<file path="config.mk">
export PLATFORM = sky130hd
export DESIGN_NAME = keymap_arbiter
export DESIGN_NICKNAME = d
export VERILOG_FILES = /design/src/rtl/keymap_pkg.sv /design/src/rtl/keymap_player.sv /design/src/rtl/keymap_arbiter.sv
export SDC_FILE = /design/constraint.sdc
export NUM_CORES = 1
export LEC_CHECK = 0
export CORE_MARGIN = 3
export CORE_UTILIZATION = 30
export DETAILED_ROUTE_END_ITERATION = 7
export HOLD_SLACK_MARGIN = 0.05
export PLACE_DENSITY_LB_ADDON = 0.1
export SYNTH_ARGS = -nofsm -noshare
export SYNTH_HDL_FRONTEND = slang
export SYNTH_HIERARCHICAL = 1
export SYNTH_SLANG_ARGS = --single-unit
export TNS_END_PERCENT = 30
</file>
<file path="constraint.sdc">
create_clock -name Clk -period 2.3 [get_ports Clk]
set_input_delay 0.69 -clock Clk [delete_from_list [all_inputs] [get_ports Clk]]
set_output_delay 0.69 -clock Clk [all_outputs]
set_load 0.05 [all_outputs]
</file>
<file path="src/rtl/keymap_pkg.sv">
// Shared types and keycode constants for keymap_arbiter and its per-player slices.
// Optional build macro KEYMAP_DEBOUNCE_EN is consumed by keymap_player.
package keymap_pkg;

    typedef enum logic [1:0] {
        H_IDLE  = 2'd0,
        H_LEFT  = 2'd1,
        H_RIGHT = 2'd2
    } h_state_t;

    typedef struct packed {
        logic l;
        logic r;
        logic u;
    } dir_t;

    localparam logic [7:0] KEY_NONE     = 8'h00;
    localparam logic [7:0] KEY_ROLLOVER = 8'h01;

    // A disabled binding (00) never matches, so an empty slot can never press it.
    function automatic logic key_hit(input logic [7:0] slot, input logic [7:0] bind_code);
        return (bind_code != KEY_NONE) && (slot == bind_code);
    endfunction

endpackage

</file>
<file path="src/rtl/keymap_player.sv">
// One player's key decode, optional debounce, last-pressed-wins horizontal FSM and jump edge.
// Build macro KEYMAP_DEBOUNCE_EN adds per-bit stable-sample counters ahead of the held register.
module keymap_player
    import keymap_pkg::*;
#(
    parameter int         NUM_SLOTS       = 4,
    parameter logic [7:0] BIND_L          = 8'h04,
    parameter logic [7:0] BIND_R          = 8'h07,
    parameter logic [7:0] BIND_U          = 8'h1a,
    parameter int         DEBOUNCE_CYCLES = 4
) (
    input  logic                   Clk,
    input  logic                   Reset_n,
    input  logic [NUM_SLOTS*8-1:0] keys_in,
    input  logic                   reject,
    output logic [15:0]            keycode,
    output logic                   jump_pulse
);

    dir_t     raw_p0;
    dir_t     held_p1;
    dir_t     prev_p1;
    h_state_t state_p2;
    h_state_t state_nxt;
    logic     up_p2;
    logic     jump_p2;
    logic     press_l;
    logic     press_r;
    logic [7:0] horiz;

    // Stage 0: raw decode of the current slots; duplicates collapse into one bit.
    always_comb begin
        raw_p0 = '0;
        for (int s = 0; s < NUM_SLOTS; s++) begin
            if (key_hit(keys_in[8*s +: 8], BIND_L)) raw_p0.l = 1'b1;
            if (key_hit(keys_in[8*s +: 8], BIND_R)) raw_p0.r = 1'b1;
            if (key_hit(keys_in[8*s +: 8], BIND_U)) raw_p0.u = 1'b1;
        end
    end

    // Stage 1: held/previous-held registers; prev follows held even on rejected samples.
`ifdef KEYMAP_DEBOUNCE_EN
    localparam int CNT_W = $clog2(DEBOUNCE_CYCLES + 1);
    logic [CNT_W-1:0] cnt_p1 [3];

    always_ff @(posedge Clk) begin
        if (!Reset_n) begin
            held_p1 <= '0;
            prev_p1 <= '0;
            for (int i = 0; i < 3; i++) cnt_p1[i] <= '0;
        end else begin
            prev_p1 <= held_p1;
            if (!reject) begin
                for (int i = 0; i < 3; i++) begin
                    if (raw_p0[i] == held_p1[i]) begin
                        cnt_p1[i] <= '0;
                    end else if (cnt_p1[i] == CNT_W'(DEBOUNCE_CYCLES)) begin
                        held_p1[i] <= raw_p0[i];
                        cnt_p1[i]  <= '0;
                    end else begin
                        cnt_p1[i] <= cnt_p1[i] + 1'b1;
                    end
                end
            end
        end
    end
`else
    always_ff @(posedge Clk) begin
        if (!Reset_n) begin
            held_p1 <= '0;
            prev_p1 <= '0;
        end else begin
            prev_p1 <= held_p1;
            if (!reject) held_p1 <= raw_p0;
        end
    end
`endif

    assign press_l = held_p1.l & ~prev_p1.l;
    assign press_r = held_p1.r & ~prev_p1.r;

    // Stage 2: horizontal FSM state, up level and jump edge.
    always_ff @(posedge Clk) begin
        if (!Reset_n) begin
            state_p2 <= H_IDLE;
            up_p2    <= 1'b0;
            jump_p2  <= 1'b0;
        end else begin
            state_p2 <= state_nxt;
            up_p2    <= held_p1.u;
            jump_p2  <= held_p1.u & ~prev_p1.u;
        end
    end

    always_comb begin
        state_nxt = state_p2;
        if (press_l && press_r) begin
            state_nxt = H_IDLE;
        end else if (press_l) begin
            state_nxt = H_LEFT;
        end else if (press_r) begin
            state_nxt = H_RIGHT;
        end else begin
            case (state_p2)
                H_LEFT:  if (!held_p1.l) state_nxt = held_p1.r ? H_RIGHT : H_IDLE;
                H_RIGHT: if (!held_p1.r) state_nxt = held_p1.l ? H_LEFT : H_IDLE;
                default: state_nxt = state_p2;
            endcase
        end
    end

    always_comb begin
        horiz = KEY_NONE;
        case (state_p2)
            H_LEFT:  horiz = BIND_L;
            H_RIGHT: horiz = BIND_R;
            default: horiz = KEY_NONE;
        endcase
    end

    assign keycode    = {(up_p2 ? BIND_U : KEY_NONE), horiz};
    assign jump_pulse = jump_p2;

endmodule

</file>
<file path="src/rtl/keymap_arbiter.sv">
// Maps HID key slots to per-player movement keycodes with rollover rejection and a sticky start flag.
// Build macro KEYMAP_DEBOUNCE_EN enables per-key debounce inside each keymap_player.
module keymap_arbiter
    import keymap_pkg::*;
#(
    parameter int                       NUM_SLOTS       = 4,
    parameter int                       NUM_PLAYERS     = 2,
    parameter logic [NUM_PLAYERS*8-1:0] BIND_LEFT       = {8'h5c, 8'h04},
    parameter logic [NUM_PLAYERS*8-1:0] BIND_RIGHT      = {8'h5e, 8'h07},
    parameter logic [NUM_PLAYERS*8-1:0] BIND_UP         = {8'h60, 8'h1a},
    parameter int                       DEBOUNCE_CYCLES = 4
) (
    input  logic                     Clk,
    input  logic                     Reset_n,
    input  logic [NUM_SLOTS*8-1:0]   keys_in,
    input  logic                     clear_start,
    output logic [NUM_PLAYERS*16-1:0] keycode_out,
    output logic [NUM_PLAYERS-1:0]   jump_pulse,
    output logic                     game_started
);

    logic reject;

    if (DEBOUNCE_CYCLES < 1) begin : g_bad_debounce
        $error("keymap_arbiter: DEBOUNCE_CYCLES must be at least 1");
    end

    // An ErrorRollOver code in any slot makes the whole sample untrustworthy.
    always_comb begin
        reject = 1'b0;
        for (int s = 0; s < NUM_SLOTS; s++) begin
            if (keys_in[8*s +: 8] == KEY_ROLLOVER) reject = 1'b1;
        end
    end

    for (genvar p = 0; p < NUM_PLAYERS; p++) begin : g_player
        keymap_player #(
            .NUM_SLOTS       (NUM_SLOTS),
            .BIND_L          (BIND_LEFT[8*p +: 8]),
            .BIND_R          (BIND_RIGHT[8*p +: 8]),
            .BIND_U          (BIND_UP[8*p +: 8]),
            .DEBOUNCE_CYCLES (DEBOUNCE_CYCLES)
        ) u_player (
            .Clk        (Clk),
            .Reset_n    (Reset_n),
            .keys_in    (keys_in),
            .reject     (reject),
            .keycode    (keycode_out[16*p +: 16]),
            .jump_pulse (jump_pulse[p])
        );
    end

    // Stage 3: sticky start flag follows the registered keycodes; clear has priority.
    always_ff @(posedge Clk) begin
        if (!Reset_n) begin
            game_started <= 1'b0;
        end else if (clear_start) begin
            game_started <= 1'b0;
        end else if (|keycode_out) begin
            game_started <= 1'b1;
        end
    end

endmodule

</file>
==> images/route_heat.png <==
Scale: 4 px per µm. 16 x 16 tiles, from dark purple (low) to yellow (high), scaled to the fullest tile. Values are wire area over tile area, all layers added.
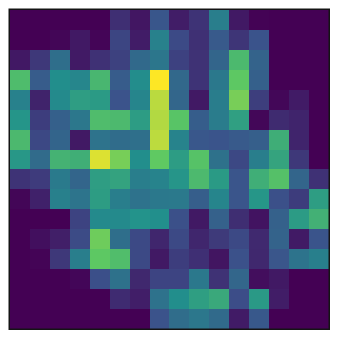
The densest ninth of the die: center. The fullest tile reaches 0.39. The mean over all tiles is 0.11. 23% of the tiles are nearly empty. The emptiest ninth of the die: lower left. 18% of the tiles are over half the peak.

==> images/class_map.png <==
Scale: 6 px per µm.
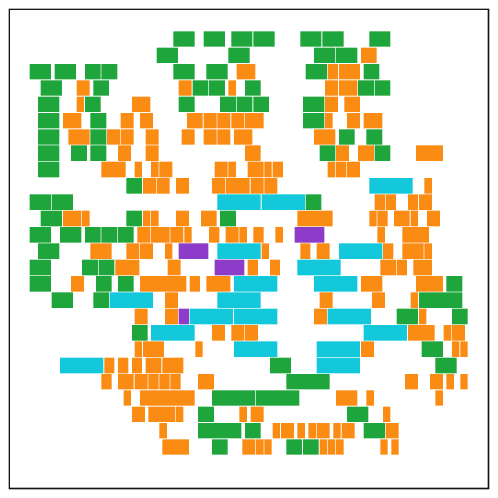
Key: sequential cells = cyan [cells 19, share of their area 16%]; remaining logic cells = orange [cells 174, share of their area 48%]; clock drivers and dummy loads = purple [cells 4, share of their area 2.0%]; remaining buffers and delay cells = green [cells 86, share of their area 34%]

==> summary.txt <==
Implementation results. Overall die width landed at ~80 µm. The global routing report lists combined usage of all routing layers as 0.133. After synthesis, the cell types taking the most area are dfxtp_1 (23%), buf_4 (13%), nor4_1 (6.9%). Synthesized area landed at 0.00163 mm².

Average instance area after synthesis landed at about 8 µm². Tally of filler cells in the layout landed at between 500 and 600. CTS added clock buffers totalling 3. At the end of routability-driven placement, the weighted congestion stood at 0.769. In the finished design, the share of the clock period the worst path needs comes to 0.945. Of the total power, combinational logic draws 0.665.

The detail route stage leaves a number of antenna-violating nets equal to 0. For this run, the detailed router's first-pass iteration total came to 4. Looking at the critical path, the single cell with the biggest stage delay is clkdlybuf4s50_1. The power report puts the leakage power at approximately 0.92 nW. Sequential fraction of the synthesis area landed at 0.234.

The number of antenna violations at the first check in global routing is 0. TritonCTS built the clock tree. Of the total power, registers draw 0.211. The critical path endpoint has a required time of between 1.5 and 2 ns. The cell sitting at the root of the clock tree is a clkbuf_8.

Summed over all failing endpoints, the final setup total negative slack is 0 ns. Measured along the y axis, the die boundary spans ~80 µm. The switching portion of total power comes to 0.452.

Floorplan row count landed at 26. In this run the maximum-capacitance check reported violations numbering 0. Count of warnings emitted by yosys landed at 6. Remaining global-route overflow landed at 0. Per the synth stats, the flop cell with the highest instance count is dfxtp_1. In this run the number of cells on the critical path is 1. Looking at the worst setup and hold paths, the clock pins of their registers show a slew of ~0.070 ns. Largest incremental delay on the critical path landed at ~0.83 ns.

The max-slew check reports its worst relative slack as 0.661. Setup repair after global routing left no endpoint under its margin. DRC marker count from the first detailed-route iteration landed at around 60. Depth of the most critical reg-to-reg path landed at 7.

The run finished with clean final reports. Counting flops with a built-in enable in the synthesized netlist gives 0. The layout report lists the combined flip-flop and latch area as roughly 380 µm².

Area used by multi-input combinational logic landed at between 0.001 and 0.0015 mm². The most critical setup path has its endpoint at keycode_out[29]. Maximum number of pins on one net before global-route repair landed at 15. The startpoint identified for the worst register-to-register timing path is g_player[1].u_player/state_p2[0]$_SDFFE_PP0P_.
==> images/m3.png <==
Scale: 4 px per µm. Cells faint in the background.
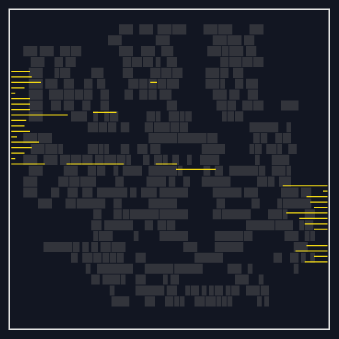
The wires run mostly horizontal. The layer holds 4.4% of the routed length.

==> images/clock_nets.png <==
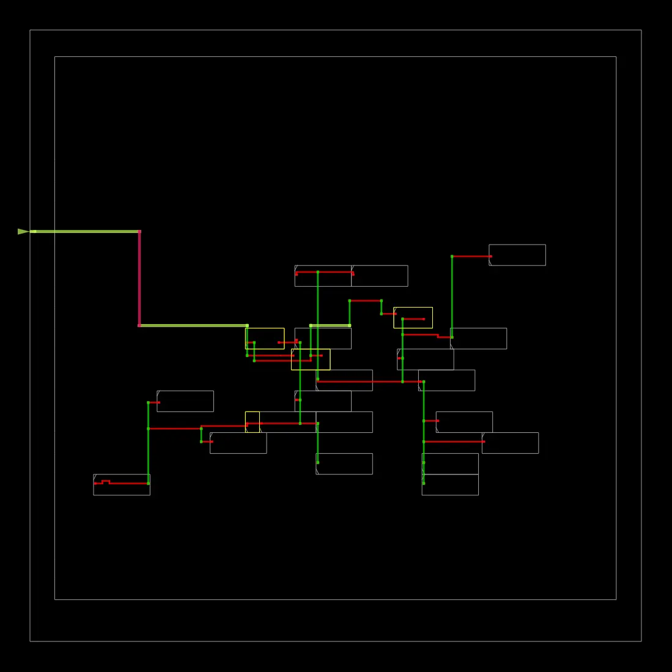
clock network power consumption: 0.000228 W
CLK BUF: 3
sink count of the clock tree: 19

[power groups by stage]
| stage | Sequential, W | Clock [W] | Combinational, W |
|---|---|---|---|
| 2_1_floorplan | 0.000390 | 0 | 0.000784 |
| 3_3_place_gp | 0.000394 | 0 | 0.00118 |
| 3_5_place_dp | 0.000395 | 0 | 0.00118 |
| 4_1_cts | 0.000387 | 0.000234 | 0.00119 |
| 5_1_grt | 0.000397 | 0.000252 | 0.00131 |
| 6_report | 0.000390 | 0.000228 | 0.00123 |
[final cells by class]
cell class / count / share of cell area
timing repair buffer: 86 / 0.331
clock buffer: 3 / 0.0169
tap: 70 / 0.0360
clock inverter: 1 / 0.00205
inverter: 11 / 0.0185
multi-input combinational: 163 / 0.440
sequential: 19 / 0.156
[registers in the layout, summed over array words and instances, names as in the netlist]
name                          cells
g_player.u_player/held_p1         6
g_player.u_player/prev_p1         4
g_player.u_player/state_p2        4
g_player.u_player/jump_pulse      2
g_player.u_player/up_p2           2
game_started                      1
[cell families (layout without fill, tap and decap cells)]
kind of cell | after synthesis | count (layout) | share of synthesized area
compound gates | 30 | 30 | 0.130
flops | 19 | 19 | 0.234
buf+inv | 39 | 101 | 0.155
other cells | 2 | 19 | 0.00462
simple gates | 106 | 106 | 0.418
mux | 2 | 2 | 0.0123
fa+ha+maj | 6 | 6 | 0.0462
[metal layers]
| metal | up-vias | track usage | wire length (µm) |
|---|---|---|---|
| li1 | 885 | - | - |
| met5 | - | 0 | 0 |
| met3 | 2 | 0.0260 | 188 |
| met1 | 790 | 0.176 | 1990 |
| met2 | 39 | 0.230 | 2130 |
| met4 | 0 | 0.0155 | 12 |
[through the flow]
stage / setup slack, ns / cell area (µm²)
2_1_floorplan: 0.230 / 1690
3_3_place_gp: -0.0767 / 2370
3_5_place_dp: -0.0933 / 2370
4_1_cts: 0.0182 / 2410
5_1_grt: 0.0442 / 2440
6_report: 0.126 / 2440
[cell usage after synthesis (2+ instances only)]
library cell / count
o21ai_0: 5
ha_1: 6
nor4b_1: 5
or4b_1: 3
o31ai_1: 2
mux2i_1: 2
or3_1: 2
a21oi_1: 7
nand2b_1: 9
conb_1: 2
a31oi_1: 4
nand4b_1: 4
and3_1: 2
nand4_1: 11
a211oi_1: 2
nand2_1: 7
nor3b_1: 4
o311a_1: 3
nand3_1: 2
nor2_1: 12
dfxtp_1: 19
inv_1: 11
nor2b_1: 7
or4bb_1: 2
nor3_1: 7
and2_1: 6
buf_4: 28
nor4_1: 18
[placed cells by master (no fill, tap or decap), drive strengths merged, types with 7 or more instances in the layout]
master	synthesis	routed
nor2b	7	7
nor4	20	20
nor2	12	12
nand2b	9	9
nor3	7	7
nand2	7	7
a21oi	8	8
nand4	11	11
buf	28	47
dfxtp	19	19
conb	2	19
inv	11	10
clkdlybuf4s50	0	39
[timing repair]
action,4_1_cts,5_1_grt
resized,0,2
hold endpoints to repair,0,0
setup endpoints to repair,0,4
buffers inserted,0,1
Power is estimated from default activity; no workload was simulated.
